## src/rtl/result_stream_writer_pkg.sv

```systemverilog
// Shared types and constants for the result stream writer.
// Holds the writer FSM state encoding and the output mode selectors.
package result_stream_writer_pkg;

  typedef enum logic [1:0] {
    IDLE,
    EMIT,
    SCAN,
    DONE
  } state_t;

  localparam int MODE_ALL    = 0;
  localparam int MODE_ARGMAX = 1;

endpackage

```

## src/rtl/result_stream_writer_argmax.sv

```systemverilog
// Sequential signed argmax over one score per cycle.
// best_o already accounts for the score presented this cycle.
module argmax_seq #(
  parameter  int NUM_CLASSES = 10,
  parameter  int DATA_W      = 32,
  localparam int IDX_W       = (NUM_CLASSES > 1) ? $clog2(NUM_CLASSES) : 1
) (
  input  logic              clk_i,
  input  logic              rst_i,
  input  logic              valid_i,
  input  logic              first_i,
  input  logic [IDX_W-1:0]  idx_i,
  input  logic [DATA_W-1:0] score_i,
  output logic [IDX_W-1:0]  best_o
);

  logic [DATA_W-1:0] best_val_q;
  logic [IDX_W-1:0]  best_idx_q;
  logic              take;

  // Strictly greater replaces, so ties keep the lowest index.
  always_comb begin
    take   = first_i || ($signed(score_i) > $signed(best_val_q));
    best_o = take ? idx_i : best_idx_q;
  end

  always_ff @(posedge clk_i) begin
    if (rst_i) begin
      best_val_q <= '0;
      best_idx_q <= '0;
    end else if (valid_i && take) begin
      best_val_q <= score_i;
      best_idx_q <= idx_i;
    end
  end

endmodule

```

## src/rtl/result_stream_writer.sv

```systemverilog
// Streams per-image classifier scores (or their argmax) into a
// byte-addressed result buffer, then signals run completion.
module result_stream_writer
  import result_stream_writer_pkg::*;
#(
  parameter int NUM_CLASSES = 10,
  parameter int DATA_W      = 32,
  parameter int ADDR_W      = 32,
  parameter int IN_IMG_NUM  = 10,
  parameter int ADDR_STRIDE = 4,
  parameter int MODE        = 0
) (
  input  logic                          clk_i,
  input  logic                          rst_i,
  input  logic [NUM_CLASSES*DATA_W-1:0] data_in,
  input  logic                          wr_start_i,
  output logic                          busy_o,
  output logic                          y_buf_en,
  output logic                          y_buf_wr_en,
  output logic [ADDR_W-1:0]             y_buf_addr,
  output logic [DATA_W-1:0]             y_buf_data,
  output logic                          done_intr_o,
  output logic                          done_led_o,
  output logic                          ovf_o
);

  localparam int IDX_W = (NUM_CLASSES > 1) ? $clog2(NUM_CLASSES) : 1;
  localparam int CNT_W = $clog2(IN_IMG_NUM + 1);
  localparam int CAP_W = NUM_CLASSES * DATA_W;

  state_t             state_q, state_d;
  logic [CAP_W-1:0]   cap_q, cap_ld;
  logic [IDX_W-1:0]   idx_q, idx_d;
  logic [IDX_W-1:0]   arg_idx;
  logic [CNT_W-1:0]   img_q;
  logic [ADDR_W-1:0]  addr_q, nxt_q;
  logic [DATA_W-1:0]  data_q, wdata_d;
  logic               load, shift, wr_next;
  logic               img_inc, done_set, ovf_set;
  logic               done_intr_q, done_led_q, ovf_q;
  logic               last_idx;

  // In write-all mode class 0 goes straight out, so the rest is pre-shifted.
  assign cap_ld   = (MODE == MODE_ALL) ? (data_in >> DATA_W) : data_in;
  assign last_idx = (idx_q == IDX_W'(NUM_CLASSES - 1));

  if (MODE == MODE_ARGMAX) begin : g_argmax
    argmax_seq #(
      .NUM_CLASSES(NUM_CLASSES),
      .DATA_W     (DATA_W)
    ) u_argmax (
      .clk_i  (clk_i),
      .rst_i  (rst_i),
      .valid_i(state_q == SCAN),
      .first_i(idx_q == '0),
      .idx_i  (idx_q),
      .score_i(cap_q[DATA_W-1:0]),
      .best_o (arg_idx)
    );
  end else begin : g_all
    assign arg_idx = '0;
  end

  always_comb begin
    state_d  = state_q;
    idx_d    = idx_q;
    wdata_d  = data_q;
    load     = 1'b0;
    shift    = 1'b0;
    wr_next  = 1'b0;
    img_inc  = 1'b0;
    done_set = 1'b0;
    ovf_set  = 1'b0;
    unique case (state_q)
      IDLE: begin
        if (wr_start_i) begin
          load  = 1'b1;
          idx_d = '0;
          if (MODE == MODE_ALL) begin
            state_d = EMIT;
            wr_next = 1'b1;
            wdata_d = data_in[DATA_W-1:0];
          end else begin
            state_d = SCAN;
          end
        end
      end
      SCAN: begin
        ovf_set = wr_start_i;
        shift   = 1'b1;
        idx_d   = idx_q + 1'b1;
        if (last_idx) begin
          state_d = EMIT;
          wr_next = 1'b1;
          wdata_d = DATA_W'(arg_idx);
        end
      end
      EMIT: begin
        ovf_set = wr_start_i;
        if (MODE == MODE_ARGMAX || last_idx) begin
          img_inc = 1'b1;
          if (img_q + 1'b1 == CNT_W'(IN_IMG_NUM)) begin
            state_d  = DONE;
            done_set = 1'b1;
          end else begin
            state_d = IDLE;
          end
        end else begin
          wr_next = 1'b1;
          shift   = 1'b1;
          wdata_d = cap_q[DATA_W-1:0];
          idx_d   = idx_q + 1'b1;
        end
      end
      DONE: begin
        ovf_set = wr_start_i;
      end
    endcase
  end

  always_ff @(posedge clk_i) begin
    if (rst_i) begin
      state_q     <= IDLE;
      cap_q       <= '0;
      idx_q       <= '0;
      img_q       <= '0;
      addr_q      <= '0;
      nxt_q       <= '0;
      data_q      <= '0;
      done_intr_q <= 1'b0;
      done_led_q  <= 1'b0;
      ovf_q       <= 1'b0;
    end else begin
      state_q     <= state_d;
      idx_q       <= idx_d;
      done_intr_q <= done_set;
      if (load) cap_q <= cap_ld;
      else if (shift) cap_q <= cap_q >> DATA_W;
      if (wr_next) begin
        data_q <= wdata_d;
        addr_q <= nxt_q;
        nxt_q  <= nxt_q + ADDR_W'(ADDR_STRIDE);
      end
      if (img_inc) img_q <= img_q + 1'b1;
      if (done_set) done_led_q <= 1'b1;
      if (ovf_set) ovf_q <= 1'b1;
    end
  end

  assign busy_o      = (state_q == EMIT) || (state_q == SCAN);
  assign y_buf_wr_en = (state_q == EMIT);
  assign y_buf_en    = y_buf_wr_en;
  assign y_buf_addr  = addr_q;
  assign y_buf_data  = data_q;
  assign done_intr_o = done_intr_q;
  assign done_led_o  = done_led_q;
  assign ovf_o       = ovf_q;

endmodule
```

## config.mk

```make
export PLATFORM = sky130hd
export DESIGN_NAME = result_stream_writer
export DESIGN_NICKNAME = d
export VERILOG_FILES = /design/src/rtl/result_stream_writer_pkg.sv /design/src/rtl/result_stream_writer_argmax.sv /design/src/rtl/result_stream_writer.sv
export SDC_FILE = /design/constraint.sdc
export NUM_CORES = 1
export LEC_CHECK = 0
export ABC_CLOCK_PERIOD_IN_PS = 2400
export CAP_MARGIN = 20
export CORE_ASPECT_RATIO = 0.8
export CORE_MARGIN = 4
export CORE_UTILIZATION = 45
export DETAILED_ROUTE_END_ITERATION = 8
export PLACE_DENSITY = 0.83
export SLEW_MARGIN = 20
export SYNTH_ARGS = -nofsm -noshare
export SYNTH_HDL_FRONTEND = slang
export SYNTH_HIERARCHICAL = 1
export SYNTH_SLANG_ARGS = --single-unit
```

## constraint.sdc

```tcl
create_clock -name clk_i -period 2.4 [get_ports clk_i]
set_input_delay 0.24 -clock clk_i [delete_from_list [all_inputs] [get_ports clk_i]]
set_output_delay 0.24 -clock clk_i [all_outputs]
set_load 0.01 [all_outputs]
```

### Track usage over the die, run 1

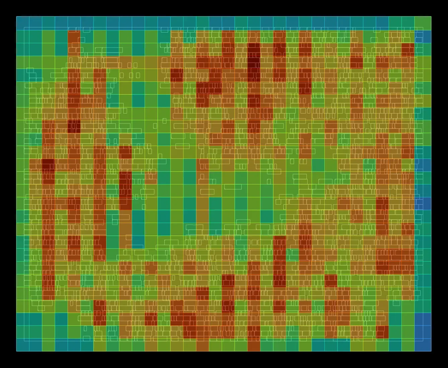
met3 global-route usage: 0.0527
wire length per cell: 18.8 µm
GRT Max-Usage Layer: met2

### Wiring heat map, run 1

Scale: 1.5 px per µm. The die is cut into 22 by 18 equal tiles; white is low, dark blue is high, scaled to the fullest tile. Values are wire area over tile area, all layers added.
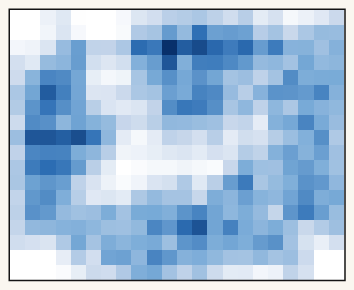
5.1% of the tiles are nearly empty. The mean over all tiles is 0.23. 28% of the tiles are over half the peak.

==> run summary, run 1 <==
flow finished, numbers: status=completed, Metal-1 WL=24200 µm, Sw Ratio=0.267, final worst slack=0.0971 ns, Post-synth top flop=dfxtp_1, final non-filler cell total=2936, r2r startpoint=state_q[0]$_SDFFE_PP0P_, Gate Count Post-Synth=2136, Rows=62, First DRT Iteration DRCs=1709, switching pwr=4.45 mW, Post-CTS Setup Bufs=0, via count=16634, Worst Setup End Kind=register, Die Y=180 µm, WP data arrival=2.70 ns, DR WL met3=4060 µm, vias per cell=5.67, EDFF count, synth=0, cell taking the most area after synthesis=dfxtp_1, crit-path most repeated cell=buf_12, mean post-synth cell area=7.78 µm², crit-path max FO=37, internal power=12.2 mW, Flops after synth=393, number of hold buffers added after CTS=0, Seq share, synth=0.473, hold path cells=2, final hold slack=0.139 ns, Pwr per Cell Area=738 nW/µm², Root Buffer=clkbuf_16, min-delay src=rst_i, DR pass1 iterations=8, DR top layer=met5, Area Overhead vs Synth=35.8%, Lkg Pwr=8.19 nW, Slowest-stage cell, CP=dfxtp_1, Top Layout Cells=393 x dfxtp_1, 389 x clkdlybuf4s50_1, 365 x nand2_1, cts bufs inserted=39, setup TNS=0 ns, FP Core Util=0.460, DIE AREA=40100 µm², Max Cap Viol=0, RSZ-0062 raised after global routing=false, HPWL Detailed=39100 µm, total power=16.7 mW, YS chip area=16600 µm², GPL Wtd Cong=0.910
### Met4 routing, run 1

Scale: 2 px per µm. Supply wires on this layer in gray.
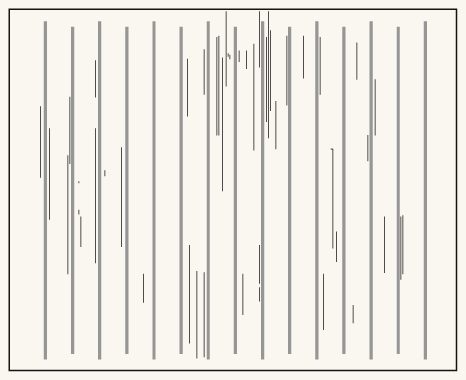
The wires run mostly vertical. 36 nets have wire on it.

### Layout detail, run 1

Region (96, 39) to (126, 69) µm. Cells in gray, sequential cells in the stronger gray; small squares are vias.
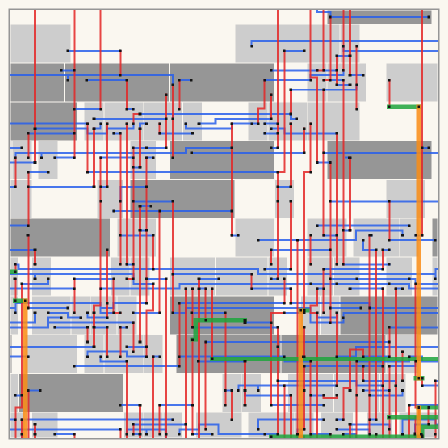
Green marks metal 3. Orange marks metal 4. Red marks metal 2. Blue marks metal 1.
Most frequent: nand2_1 (16), dfxtp_1 (13), nor2_1 (12). Netlist names of flops here include `cap_q` (8), `nxt_q` (4). Sequential cells in the window: 13. 72 logic cells have their middle in the window.

## run 1: state kept, by name, indices dropped and copies added (netlist names)
| signal | cells |
|---|---|
| idx_q | 4 |
| done_intr_o | 1 |
| nxt_q | 30 |
| ovf_o | 1 |
| done_led_o | 1 |
| state_q | 2 |
| y_buf_data | 32 |
| y_buf_addr | 30 |
| cap_q | 288 |
| img_q | 4 |
## run 1: final cells by class
class | count | area (µm²) | share of cell area
Sequential cell | 393 | 7870 | 0.348
Timing Repair Buffer | 446 | 4700 | 0.208
Tap cell | 480 | 601 | 0.0266
Antenna cell | 3 | 7.51 | 0.000332
Clock inverter | 16 | 229 | 0.0101
Inverter | 10 | 37.5 | 0.00166
Clock buffer | 55 | 1130 | 0.0499
Multi-Input combinational cell | 1533 | 8010 | 0.355
## run 1: cells by family after synthesis
| family | count (synthesis) | share of synthesized area |
|---|---|---|
| XOR/XNOR | 27 | 0.0142 |
| other | 1 | 0.000226 |
| buffers and inverters | 211 | 0.0485 |
| adder cells (fa/ha/maj) | 10 | 0.00753 |
| AND-OR/OR-AND | 639 | 0.241 |
| multiplexers | 1 | 0.000903 |
| AND/OR/NAND/NOR | 854 | 0.214 |
| flip-flops | 393 | 0.473 |
## run 1: synth_stat cells, drive strengths merged, types with 3 or more instances
master and number:
a311oi 33, nand3 74, and4 4, nor4 9
dfxtp 393, xnor2 25, inv 10, o21ai 7
nor3b 4, nand2b 32, nor4b 4, and2 6
buf 36, or2 3, nand2 367, nor2 325
or3 3, clkbuf 165, nand3b 3, a211oi 257
ha 10, nor3 6, a21oi 334, nand4 5
### Gate families picked out, run 1

Scale: 2 px per µm.
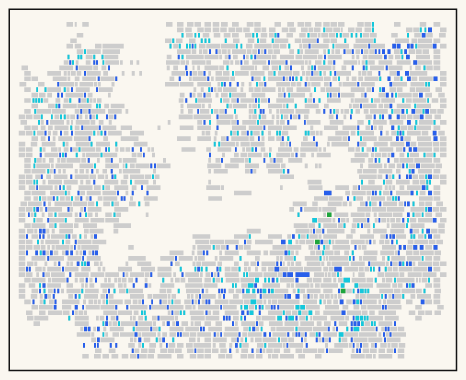

==> run 1 -> run 2 <==
GPL_ROUTABILITY_DRIVEN = 0   (was default)
### Gate families picked out, run 2

Scale: 2 px per µm.
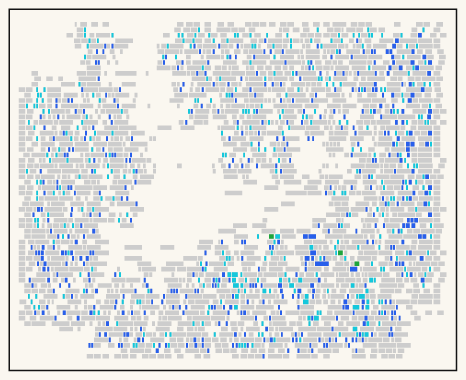
Cyan marks nor cells, cells 351, where widely spread. Blue marks nand cells, cells 482, where widely spread. Green marks non-inverting ao/oa cells, cells 3.

==> run 2 against run 1 <==
Against the previous run:
- the run now ends with negative setup slack left
- design area is essentially flat
- worst setup slack lost 0.098 ns
- synthesized cell count unchanged
- critical path depth is 6 lower
- total power grew 0.73%
- sequential share of layout area barely moved
- fmax shrank 4.1%
- die size stayed put
- flip-flop count did not move
- final cell count increased by 0.17%
==> run summary, run 2 <==
flow finished, numbers: mean post-synth cell area=7.78 µm², final non-filler cell total=2941, via count=16676, RSZ-0062 raised after global routing=true, Top Layout Cells=393 x dfxtp_1, 389 x clkdlybuf4s50_1, 365 x nand2_1, Flops after synth=393, DIE AREA=40100 µm², DR pass1 iterations=6, Root Buffer=clkbuf_16, most common cell in the netlist=dfxtp_1, Die Y=180 µm, final worst slack=-0.00134 ns, largest reg by FF count=cap_q, Max Cap Viol=0, min-delay src=rst_i, First DRT Iteration DRCs=1647, YS chip area=16600 µm², status=complete, but fails checks, wire length per cell=18.8 µm, EDFF count, synth=0, HPWL Detailed=39500 µm, Worst Setup End Kind=output port, cts bufs inserted=42, crit-path max FO=11, failing checks=negative setup slack, Post-synth top flop=dfxtp_1, hold path cells=2, internal power=12.3 mW, Gate Count Post-Synth=2136, FF+latch area=7870 µm², final setup vio count=1, Comb power frac=0.166, Pwr per Cell Area=743 nW/µm², number of hold buffers added after CTS=0, Sw Ratio=0.265, Seq share, synth=0.473, Comb area=7990 µm², max reg flops=288, Post-CTS Setup Bufs=0, vias per cell=5.67, Top cell area share=0.473, setup TNS=-0.00134 ns, Lkg Pwr=8.23 nW, Rows=62
### Layout detail, run 2

Region (96, 39) to (126, 69) µm. Cells in gray, sequential cells in the stronger gray; small squares are vias.
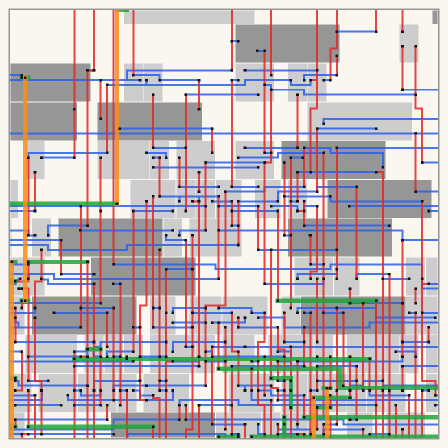
Red marks metal 2. Orange marks metal 4. Green marks metal 3. Blue marks metal 1.
Most frequent: nand2_1 (17), nor2_1 (14), dfxtp_1 (12). 74 logic cells have their middle in the window. Sequential cells in the window: 12. Netlist names of flops here include `cap_q` (6), `nxt_q` (5).

==> run 2: cell count changes in the layout (fill, tap and decap cells not counted), sizes merged <==
cell | previous run | this run
buf | 57 | 58
diode | 3 | 4
bufinv | 5 | 2
clkinvlp | 2 | 0
clkinv | 8 | 7
clkbuf | 55 | 64
==> run 2: cells by family (layout without fill, tap and decap cells) <==
group,count (synthesis),count (layout),share of synthesized area
XOR/XNOR,27,27,0.0142
other,1,6,0.000226
multiplexers,1,1,0.000903
adder cells (fa/ha/maj),10,10,0.00753
flip-flops,393,393,0.473
AND-OR/OR-AND,639,639,0.241
buffers and inverters,211,531,0.0485
AND/OR/NAND/NOR,854,854,0.214
==> run 2: per-stage QoR <==
step	hold slack [ns]	total power, mW
2_1_floorplan	0.380	8.92
3_3_place_gp	0.443	10.2
3_5_place_dp	0.449	10.3
4_1_cts	0.0680	16.9
5_1_grt	0.0917	17.4
6_report	0.102	16.8
==> run 2: routing by layer <==
metal / global-route usage / vias to the layer above / part of all wire
li1: - / 7993 / -
met1: 0.350 / 7789 / 0.42
met2: 0.418 / 769 / 0.46
met3: 0.0561 / 115 / 0.082
met4: 0.0860 / 10 / 0.032
met5: 0 / - / 0.0013
==> run 2: area by class of cell <==
type / count / share of cell area
tap: 480 / 0.0266
sequential: 393 / 0.348
clock buffer: 64 / 0.0582
timing repair buffer: 447 / 0.207
inverter: 10 / 0.00166
clock inverter: 10 / 0.00476
multi-input combinational: 1533 / 0.353
antenna: 4 / 0.000443
==> run 2: worst max-delay path, stage by stage (launching register included) <==
cell	delay [ns]
dfxtp_1	0.39
inv_1	0.11
ha_2	0.50
clkdlybuf4s50_1	0.62
==> run 2: repair_timing <==
item	4_1_cts	5_1_grt
resized	1	4
pin swaps	0	0
setup endpoints to repair	3	5
gates cloned	0	0
### Wiring heat map, run 2

Scale: 1.5 px per µm. The die is cut into 22 by 18 equal tiles; white is low, dark blue is high, scaled to the fullest tile. Values are wire area over tile area, all layers added.
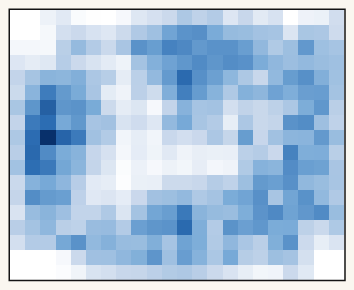

==> run 2 -> run 3 <==
ABC_CLOCK_PERIOD_IN_PS = 2700   (was 2400)
CORE_UTILIZATION = 50   (was 45)
PLACE_DENSITY = 0.87   (was 0.83)
clock period = 2.7 ns   (was 2.4 ns; I/O delays follow)
### Wiring heat map, run 3

Scale: 2 px per µm. The die is cut into 21 by 17 equal tiles; white is low, dark blue is high, scaled to the fullest tile. Values are wire area over tile area, all layers added.
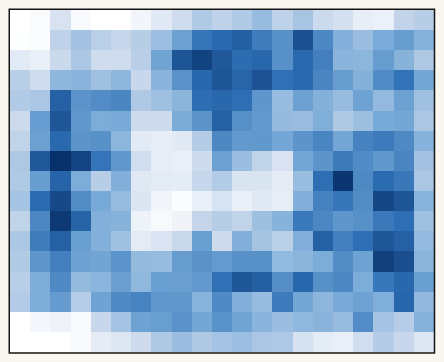
The emptiest ninth of the die: middle. The mean over all tiles is 0.25. 2.8% of the tiles are nearly empty. The fullest tile reaches 0.55.

==> run 3 against run 2 <==
Against the previous run:
- sequential power fell by 11%
- the flow now finishes without violations
- clock power is 18% lower
- final cell count down 2.4%
- worst setup slack better by 0.14 ns
- core utilization increased by 5.3 points
- non-clock buffer count fell by 12
- largest power group unchanged
- highest routed layer unchanged
- critical path type unchanged
- die size decreased by 9.6%
- hold slack improved by 0.10 ns
==> run summary, run 3 <==
flow finished, numbers: setup TNS=0 ns, Flops after synth=393, CP peak stage delay=0.61 ns, final hold slack=0.205 ns, YS chip area=16600 µm², HPWL Detailed=38200 µm, Max Cap Viol=0, status=completed, Area Overhead vs Synth=33.2%, most common library cells after synthesis=393 x dfxtp_1, 367 x nand2_1, 334 x a21oi_1, number of hold buffers added after CTS=0, Gate Count Post-Synth=2136, RSZ-0062 raised after global routing=false, via count=16803, largest reg by FF count=cap_q, First DRT Iteration DRCs=1649, final non-filler cell total=2871, final worst slack=0.137 ns, vias per cell=5.85, WP data arrival=2.29 ns, Worst Setup End Kind=output port, total power=14.4 mW, most common cell in the netlist=dfxtp_1, cts bufs inserted=41, post-cts sizing count=0, EDFF count, synth=0, Lkg Pwr=8.03 nW, FP Core Util=0.510, Seq share, synth=0.473
### Track usage over the die, run 3

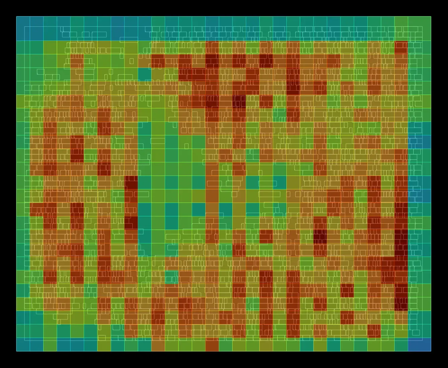
wire length per cell: 19.1 µm
Overall Global Routing Usage: 0.284
M1 GR Usage: 0.382
GR Layer Usage met2: 0.459
met3 global-route usage: 0.0530

-- run 3: final cells by class --
cell class | count | area, µm² | share of cell area
clock inverter | 11 | 110 | 0.00497
multi-input combinational | 1533 | 7980 | 0.360
antenna | 2 | 5.00 | 0.000226
clock buffer | 60 | 1160 | 0.0523
tap | 427 | 534 | 0.0241
inverter | 10 | 37.5 | 0.00170
sequential | 393 | 7870 | 0.355
timing repair buffer | 435 | 4450 | 0.201
-- run 3: cells by family (layout without fill, tap and decap cells) --
family	after synthesis	count (layout)	synth area share
other cells	1	4	0.000226
simple gates	854	854	0.214
mux	1	1	0.000903
flops	393	393	0.473
fa+ha+maj	10	10	0.00753
xor+xnor	27	27	0.0142
buf+inv	211	516	0.0485
compound gates	639	639	0.241
-- run 3: power by group --
group          total (mW)  internal, mW  leakage, nW  switching (mW)
registers            6.58          6.28         3.24           0.297
logic                2.43          1.11         4.17            1.31
clock network        5.43          3.09        0.625            2.34
total                14.4          10.5         8.03            3.95
-- run 3: worst paths after layout --
kind,slack [ns],start,end
setup / recovery,0.14,state_q[1]$_SDFFE_PP0P_,y_buf_wr_en
hold / removal,0.20,rst_i,ovf_o$_SDFFE_PP0P_
setup reg to reg,0.16,idx_q[1]$_SDFFE_PP0P_,nxt_q[31]$_SDFFE_PP0P_
hold reg to reg,0.46,y_buf_addr[16]$_SDFFE_PP0P_,y_buf_addr[16]$_SDFFE_PP0P_
-- run 3: metal layers --
metal / track usage / vias up / wire [µm]
li1: - / 7975 / -
met1: 0.382 / 7888 / 22800
met2: 0.459 / 822 / 25500
met3: 0.0530 / 112 / 4620
met4: 0.102 / 6 / 1900
met5: 0 / - / 40
-- run 3: worst max-delay path, delay by kind of cell, from the launching register on --
family	cells	cell delay [ns]
buf+inv	3	1.11
flops	1	0.34
fa+ha+maj	1	0.29
Power and IR drop assume default switching activity.
